**config.mk**
```make
export PLATFORM = sky130hd
export DESIGN_NAME = spi_ctrl_cmd_sequencer_flat
export DESIGN_NICKNAME = d
export VERILOG_FILES = /design/src/rtl/spi_ctrl_cmd_sequencer_if.sv /design/src/rtl/spi_ctrl_cmd_sequencer.sv /design/src/flat_wrapper.sv
export SDC_FILE = /design/constraint.sdc
export NUM_CORES = 1
export LEC_CHECK = 0
export CAP_MARGIN = 20
export CORE_ASPECT_RATIO = 1.75
export CORE_MARGIN = 5
export CORE_UTILIZATION = 45
export DETAILED_ROUTE_END_ITERATION = 12
export PLACE_DENSITY = 0.71
export SYNTH_ARGS = -nofsm -noshare
export SYNTH_HDL_FRONTEND = slang
export SYNTH_SLANG_ARGS = --single-unit
```
**constraint.sdc**
```tcl
create_clock -name clk -period 7.15 [get_ports clk]
set_input_delay 2.145 -clock clk [delete_from_list [all_inputs] [get_ports clk]]
set_output_delay 2.145 -clock clk [all_outputs]
set_load 0.05 [all_outputs]
```
**src/rtl/spi_ctrl_cmd_sequencer_if.sv**
```systemverilog
// Bundle of rx FIFO, tx FIFO and register-bank signals of the ctrl-channel command sequencer.
// master = sequencer side, slave = FIFO / register bank side.
interface spi_ctrl_cmd_sequencer_if #(
    parameter int unsigned REG_ADDR_WD = 16,
    parameter int unsigned REG_DATA_WD = 16
);
    logic                   i_rx_fifo_empty;
    logic [8:0]             iv_rx_fifo_dout;
    logic                   o_rx_fifo_rd;
    logic                   i_tx_fifo_full;
    logic                   o_tx_fifo_wr;
    logic [7:0]             ov_tx_fifo_din;
    logic [REG_ADDR_WD-1:0] ov_reg_addr;
    logic [REG_DATA_WD-1:0] ov_reg_wr_data;
    logic                   o_reg_wr_en;
    logic                   o_reg_rd_en;
    logic [REG_DATA_WD-1:0] iv_reg_rd_data;
    logic                   o_busy;
    logic [7:0]             ov_err_cnt;

    modport master (
        input  i_rx_fifo_empty, iv_rx_fifo_dout, i_tx_fifo_full, iv_reg_rd_data,
        output o_rx_fifo_rd, o_tx_fifo_wr, ov_tx_fifo_din, ov_reg_addr, ov_reg_wr_data,
               o_reg_wr_en, o_reg_rd_en, o_busy, ov_err_cnt
    );

    modport slave (
        output i_rx_fifo_empty, iv_rx_fifo_dout, i_tx_fifo_full, iv_reg_rd_data,
        input  o_rx_fifo_rd, o_tx_fifo_wr, ov_tx_fifo_din, ov_reg_addr, ov_reg_wr_data,
               o_reg_wr_en, o_reg_rd_en, o_busy, ov_err_cnt
    );
endinterface

```
**src/rtl/spi_ctrl_cmd_sequencer.sv**
```systemverilog
// Decodes 5-word SPI command frames from the rx FIFO into register write/read strobes and
// returns read data MSB-first through the tx FIFO. Optional macro SPI_CTRL_ADDR_CHECK_EN adds an address range check.
module spi_ctrl_cmd_sequencer #(
    parameter int unsigned             REG_ADDR_WD    = 16,
    parameter int unsigned             REG_DATA_WD    = 16,
    parameter int unsigned             RD_LATENCY     = 2,
    parameter int unsigned             TIMEOUT_CYCLES = 4096,
    parameter logic [REG_ADDR_WD-1:0]  REG_ADDR_MAX   = 16'h01FF
) (
    input  logic                      clk,
    input  logic                      reset,
    spi_ctrl_cmd_sequencer_if.master  bus
);

`ifdef SPI_CTRL_ADDR_CHECK_EN
    localparam bit ADDR_CHECK = 1'b1;
`else
    localparam bit ADDR_CHECK = 1'b0;
`endif

    localparam int unsigned TW = $clog2(TIMEOUT_CYCLES + 1);
    localparam int unsigned LW = $clog2(RD_LATENCY + 1);

    typedef enum logic [2:0] {
        S_IDLE, S_COLLECT, S_EXEC, S_RD_WAIT, S_PUSH_H, S_PUSH_L
    } state_t;

    state_t                 state;
    logic                   rd_q;
    logic [2:0]             idx;
    logic                   is_rd;
    logic                   addr_bad_q;
    logic [7:0]             addr_h;
    logic [7:0]             addr_l;
    logic [7:0]             data_h;
    logic [TW-1:0]          tcnt;
    logic [LW-1:0]          lcnt;
    logic [REG_DATA_WD-1:0] rdata;
    logic [REG_ADDR_WD-1:0] reg_addr;
    logic [REG_DATA_WD-1:0] wr_data;
    logic                   wr_en;
    logic                   rd_en;
    logic [7:0]             err_cnt;

    logic                   collecting;
    logic                   pop;
    logic [8:0]             word;
    logic                   is_cmd;
    logic                   cmd_ok;
    logic [REG_ADDR_WD-1:0] frame_addr;
    logic                   addr_bad;
    logic                   timeout_hit;
    logic                   last_word;
    logic [1:0]             err_add;
    logic [8:0]             err_sum;

    assign collecting  = (state == S_IDLE) || (state == S_COLLECT);
    // Combinational pop keeps the empty check current; rd_q enforces one word in flight.
    assign pop         = collecting && !bus.i_rx_fifo_empty && !rd_q && !reset;
    assign word        = bus.iv_rx_fifo_dout;
    assign is_cmd      = word[8];
    assign cmd_ok      = (word == 9'h180) || (word == 9'h181);
    assign frame_addr  = REG_ADDR_WD'({addr_h, addr_l});
    assign addr_bad    = ADDR_CHECK && (frame_addr > REG_ADDR_MAX);
    assign timeout_hit = (state == S_COLLECT) && !rd_q && (tcnt == TW'(TIMEOUT_CYCLES - 1));
    assign last_word   = (state == S_COLLECT) && rd_q && !is_cmd && (idx == 3'd4);

    // A resync word that is itself illegal counts twice: once for the abort, once for the decode.
    always_comb begin
        err_add = '0;
        if (rd_q && collecting && is_cmd) begin
            if (state == S_COLLECT) err_add = err_add + 2'd1;
            if (!cmd_ok)            err_add = err_add + 2'd1;
        end
        if (timeout_hit)            err_add = err_add + 2'd1;
        if (last_word && addr_bad)  err_add = err_add + 2'd1;
    end

    assign err_sum = {1'b0, err_cnt} + 9'(err_add);

    always_ff @(posedge clk) begin
        if (reset) begin
            state      <= S_IDLE;
            rd_q       <= 1'b0;
            idx        <= '0;
            is_rd      <= 1'b0;
            addr_bad_q <= 1'b0;
            addr_h     <= '0;
            addr_l     <= '0;
            data_h     <= '0;
            tcnt       <= '0;
            lcnt       <= '0;
            rdata      <= '0;
            reg_addr   <= '0;
            wr_data    <= '0;
            wr_en      <= 1'b0;
            rd_en      <= 1'b0;
            err_cnt    <= '0;
        end else begin
            rd_q    <= pop;
            wr_en   <= 1'b0;
            rd_en   <= 1'b0;
            err_cnt <= err_sum[8] ? 8'hFF : err_sum[7:0];
            case (state)
                S_IDLE, S_COLLECT: begin
                    if (rd_q) begin
                        tcnt <= '0;
                        if (is_cmd) begin
                            if (cmd_ok) begin
                                state <= S_COLLECT;
                                is_rd <= word[0];
                                idx   <= 3'd1;
                            end else begin
                                state <= S_IDLE;
                            end
                        end else if (state == S_COLLECT) begin
                            idx <= idx + 3'd1;
                            case (idx)
                                3'd1: addr_h <= word[7:0];
                                3'd2: addr_l <= word[7:0];
                                3'd3: data_h <= word[7:0];
                                default: begin
                                    // Strobes are launched here so they are high during EXEC.
                                    state      <= S_EXEC;
                                    reg_addr   <= frame_addr;
                                    addr_bad_q <= addr_bad;
                                    if (!addr_bad) begin
                                        if (is_rd) begin
                                            rd_en <= 1'b1;
                                        end else begin
                                            wr_en   <= 1'b1;
                                            wr_data <= REG_DATA_WD'({data_h, word[7:0]});
                                        end
                                    end
                                end
                            endcase
                        end
                    end else if (timeout_hit) begin
                        state <= S_IDLE;
                        tcnt  <= '0;
                    end else if (state == S_COLLECT) begin
                        tcnt <= tcnt + TW'(1);
                    end
                end
                S_EXEC: begin
                    if (!is_rd) begin
                        state <= S_IDLE;
                    end else if (addr_bad_q) begin
                        rdata <= '1;
                        state <= S_PUSH_H;
                    end else begin
                        lcnt  <= LW'(1);
                        state <= S_RD_WAIT;
                    end
                end
                S_RD_WAIT: begin
                    if (lcnt == LW'(RD_LATENCY)) begin
                        rdata <= bus.iv_reg_rd_data;
                        state <= S_PUSH_H;
                    end else begin
                        lcnt <= lcnt + LW'(1);
                    end
                end
                S_PUSH_H: if (!bus.i_tx_fifo_full) state <= S_PUSH_L;
                S_PUSH_L: if (!bus.i_tx_fifo_full) state <= S_IDLE;
                default:  state <= S_IDLE;
            endcase
        end
    end

    // Push is gated by the live full flag so no byte is written into a full FIFO.
    assign bus.o_tx_fifo_wr   = ((state == S_PUSH_H) || (state == S_PUSH_L)) && !bus.i_tx_fifo_full;
    assign bus.ov_tx_fifo_din = (state == S_PUSH_H) ? rdata[15:8] :
                                (state == S_PUSH_L) ? rdata[7:0]  : 8'h00;
    assign bus.o_rx_fifo_rd   = pop;
    assign bus.ov_reg_addr    = reg_addr;
    assign bus.ov_reg_wr_data = wr_data;
    assign bus.o_reg_wr_en    = wr_en;
    assign bus.o_reg_rd_en    = rd_en;
    assign bus.o_busy         = (state != S_IDLE);
    assign bus.ov_err_cnt     = err_cnt;

endmodule
```
**src/flat_wrapper.sv**
```systemverilog
// flat-port wrapper written by rule: the top's interface ports become plain ports
module spi_ctrl_cmd_sequencer_flat 
#(
    parameter int unsigned             REG_ADDR_WD    = 16,
    parameter int unsigned             REG_DATA_WD    = 16,
    parameter int unsigned             RD_LATENCY     = 2,
    parameter int unsigned             TIMEOUT_CYCLES = 4096,
    parameter logic [REG_ADDR_WD-1:0]  REG_ADDR_MAX   = 16'h01FF
)
  (clk, reset, bus_i_rx_fifo_empty, bus_iv_rx_fifo_dout, bus_i_tx_fifo_full, bus_iv_reg_rd_data, bus_o_rx_fifo_rd, bus_o_tx_fifo_wr, bus_ov_tx_fifo_din, bus_ov_reg_addr, bus_ov_reg_wr_data, bus_o_reg_wr_en, bus_o_reg_rd_en, bus_o_busy, bus_ov_err_cnt);
  spi_ctrl_cmd_sequencer_if #(.REG_ADDR_WD(REG_ADDR_WD), .REG_DATA_WD(REG_DATA_WD)) bus_i ();
  input  logic clk;
  input  logic reset;
  input wire logic [$bits(bus_i.i_rx_fifo_empty)-1:0] bus_i_rx_fifo_empty;
  input wire logic [$bits(bus_i.iv_rx_fifo_dout)-1:0] bus_iv_rx_fifo_dout;
  input wire logic [$bits(bus_i.i_tx_fifo_full)-1:0] bus_i_tx_fifo_full;
  input wire logic [$bits(bus_i.iv_reg_rd_data)-1:0] bus_iv_reg_rd_data;
  output wire logic [$bits(bus_i.o_rx_fifo_rd)-1:0] bus_o_rx_fifo_rd;
  output wire logic [$bits(bus_i.o_tx_fifo_wr)-1:0] bus_o_tx_fifo_wr;
  output wire logic [$bits(bus_i.ov_tx_fifo_din)-1:0] bus_ov_tx_fifo_din;
  output wire logic [$bits(bus_i.ov_reg_addr)-1:0] bus_ov_reg_addr;
  output wire logic [$bits(bus_i.ov_reg_wr_data)-1:0] bus_ov_reg_wr_data;
  output wire logic [$bits(bus_i.o_reg_wr_en)-1:0] bus_o_reg_wr_en;
  output wire logic [$bits(bus_i.o_reg_rd_en)-1:0] bus_o_reg_rd_en;
  output wire logic [$bits(bus_i.o_busy)-1:0] bus_o_busy;
  output wire logic [$bits(bus_i.ov_err_cnt)-1:0] bus_ov_err_cnt;
  assign bus_i.i_rx_fifo_empty = bus_i_rx_fifo_empty;
  assign bus_i.iv_rx_fifo_dout = bus_iv_rx_fifo_dout;
  assign bus_i.i_tx_fifo_full = bus_i_tx_fifo_full;
  assign bus_i.iv_reg_rd_data = bus_iv_reg_rd_data;
  assign bus_o_rx_fifo_rd = bus_i.o_rx_fifo_rd;
  assign bus_o_tx_fifo_wr = bus_i.o_tx_fifo_wr;
  assign bus_ov_tx_fifo_din = bus_i.ov_tx_fifo_din;
  assign bus_ov_reg_addr = bus_i.ov_reg_addr;
  assign bus_ov_reg_wr_data = bus_i.ov_reg_wr_data;
  assign bus_o_reg_wr_en = bus_i.o_reg_wr_en;
  assign bus_o_reg_rd_en = bus_i.o_reg_rd_en;
  assign bus_o_busy = bus_i.o_busy;
  assign bus_ov_err_cnt = bus_i.ov_err_cnt;
  spi_ctrl_cmd_sequencer #(.REG_ADDR_WD(REG_ADDR_WD), .REG_DATA_WD(REG_DATA_WD), .RD_LATENCY(RD_LATENCY), .TIMEOUT_CYCLES(TIMEOUT_CYCLES), .REG_ADDR_MAX(REG_ADDR_MAX)) u_core (.clk(clk), .reset(reset), .bus(bus_i));
endmodule
```
Figure 1. Placement view.
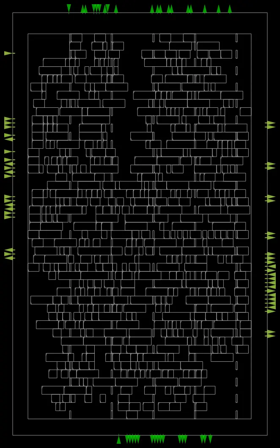
Final Core Density: 58.4%
sequential cells: 105

Figure 2. Clock network drawn from the DEF.
(6 px per µm)
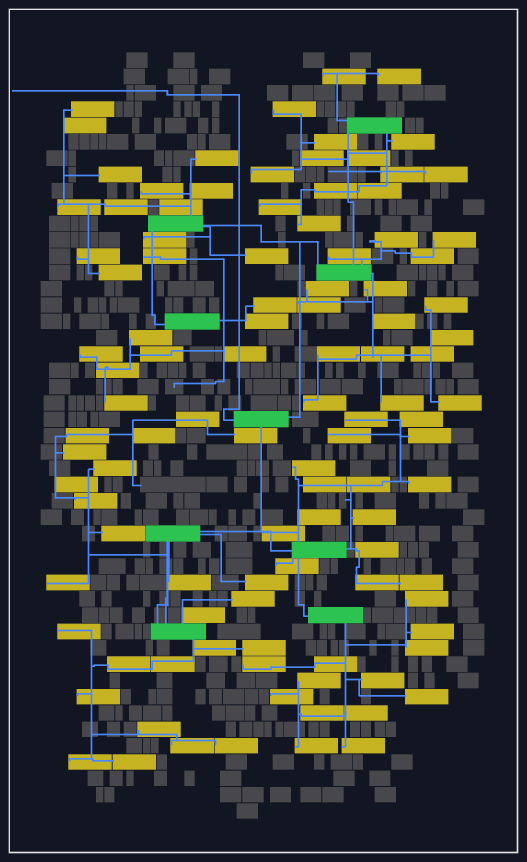
Key: flip-flops = yellow [count 105]; clock-net drivers = green [count 9]; clock wires = blue [length 1,180 µm]
Position of the flops: all over the die.

Figure 3. Floorplan with the power grid.
(4 px per µm) Pins as bars on the die edge.
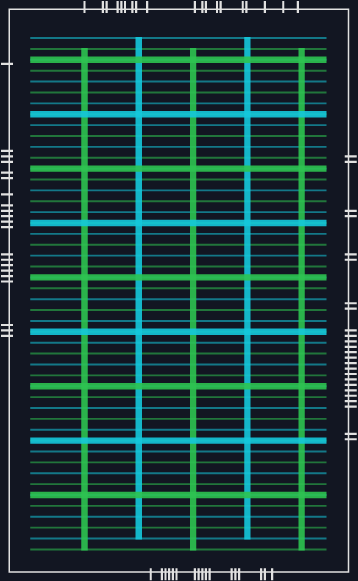
Key: VDD = cyan; VSS = green
82 signal pins sit on the boundary. 9 straps on met5.

Figure 4. Routed metal, one color a layer.
(4 px per µm) Only two layers are drawn.
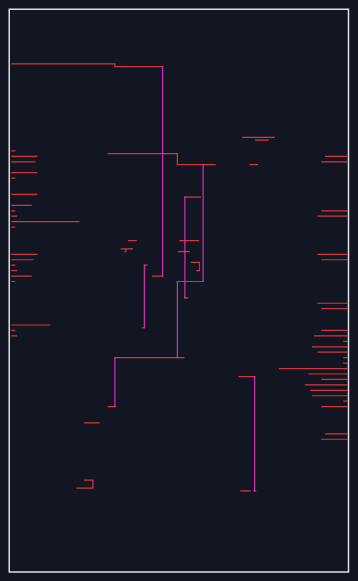
Key: M4 = magenta [wire length 182 µm]; M3 = red [wire length 392 µm]

==> flow_summary.toml <==
# flow metrics
[outcome]
status = "completed"

[final_timing]
setup_viol = 0
hold_viol_final = 0
period_used_pct = 81.4
max_freq_mhz = 172
relSlewSlack_pct = 33.9
setup_slack_ns = 1.33
rsz0062_at_grt = "no"
layout_min_cycle_time_ns = 5.82
fin_skew_ns = 0.00552
tightestPinTransition_ns = 0.992

[grt]
gr-usage-met3_pct = 3.70
grt_pass1_wl_um = 16700
antenna_found_initial = 0
grt_remaining_overflow = 0

[floorplan]
coreArea_um2 = 9470
dieArea_um2 = 11800
die_y_um = 140
pin_count = 82
fp_util_pct = 46.1

[layout]
flop_area_um2 = 2100
layout.nonclk_buf_share_pct = 15.0
num-nets-final = 621
clock_area_share_pct = 5.36
clkbuf_count = 11
combGateArea_um2 = 2110
design_area_um2 = 5530
n_all_buffers = 84
comb_cells = 371
comb_area_share_pct = 38.1
instances_no_fill = 709
largestClassByArea = "logic gates"
antennaDiodeCount = 0
area_growth_pct = 26.6
inv_count = 11

[setup_path]
worstPathArrival_ns = 3.67
cp-start-kind = "input pin"
r2r_end = "u_core.bus.ov_err_cnt[0]"
crit_end = "bus_o_rx_fifo_rd"
worstReg2RegStart = "u_core.state[0]"
criticalPathCategory = "input pin to output port"
required_ns = 5.01
startpoint = "bus_i_rx_fifo_empty"
rr_worst_depth = 10

[drt]
vias = 3741
drtIter0Drc = 174
drtAntennaViolNets = 0
firstDrtPassIters = 4
drc = 0
wl_um = 10100
wl_per_cell_um = 14.2

[yosys]
ys_chip_area_um2 = 4370
synth-warning-count = 0
ys_seq_share_pct = 48.2
common_cells = "dfxtp_1 (105), nand2_1 (89), a21oi_1 (62)"
avgSynthCellArea_um2 = 8.46
synth_top_flop_cell = "dfxtp_1"
yosys.area.top_type_share_pct = 48.2
syn_nets = 555
edf_count = 0
ys_cells = 516
ys_async_sr_fraction_pct = 0

[min_path]
hold_depth = 2
min_path_type = "flip-flop to flip-flop"
hold-path-endpoint = "u_core.bus.ov_reg_addr[8]"
hold_start = "u_core.addr_h[0]"

[power]
vdd.ir_drop.worst_uv = 130
clockPowerShare_pct = 43.7
switching_power_w = 0.000238
p_leak_nw = 2.09
powerClk_w = 0.000491
finalPower_w = 0.00112
power.internal_w = 0.000886
p_seq_share_pct = 52.3
power_density_nw_per_um2 = 203
combPwrFrac_pct = 4.0

[clock_network]
clkTransAtPathRegs_ns = 0.07
clk_latency_ns = 0.34
post_cts_buffers = 0
h-tree-depth = 3
clock-sinks = 105
cts_resized = 0
clockBufferDepth = 2
holdBufCountCts = 0
cts_buffers = 9
cts_tree = "yes"

[place]
place_congestion = 0.810
dp_hpwl_um = 7100
placed_cells = 693
pre_cts_ws_ns = 1.34
port_buffers = 81

[run]
warning_count = 28
[kinds of logic (layout without fill, tap and decap cells)]
family / after synthesis / in the layout / share of synthesized area (%)
AND-OR/OR-AND: 116 / 116 / 14.8
XOR/XNOR: 5 / 5 / 1.00
adder cells (fa/ha/maj): 10 / 10 / 3.04
buffers and inverters: 40 / 111 / 3.58
flip-flops: 105 / 105 / 48.2
multiplexers: 32 / 32 / 7.34
AND/OR/NAND/NOR: 208 / 208 / 22.1
[critical path: stages]
cell,delay [ns]
clkdlybuf4s50_1,0.42
nor4_1,0.25
clkdlybuf4s50_1,0.86
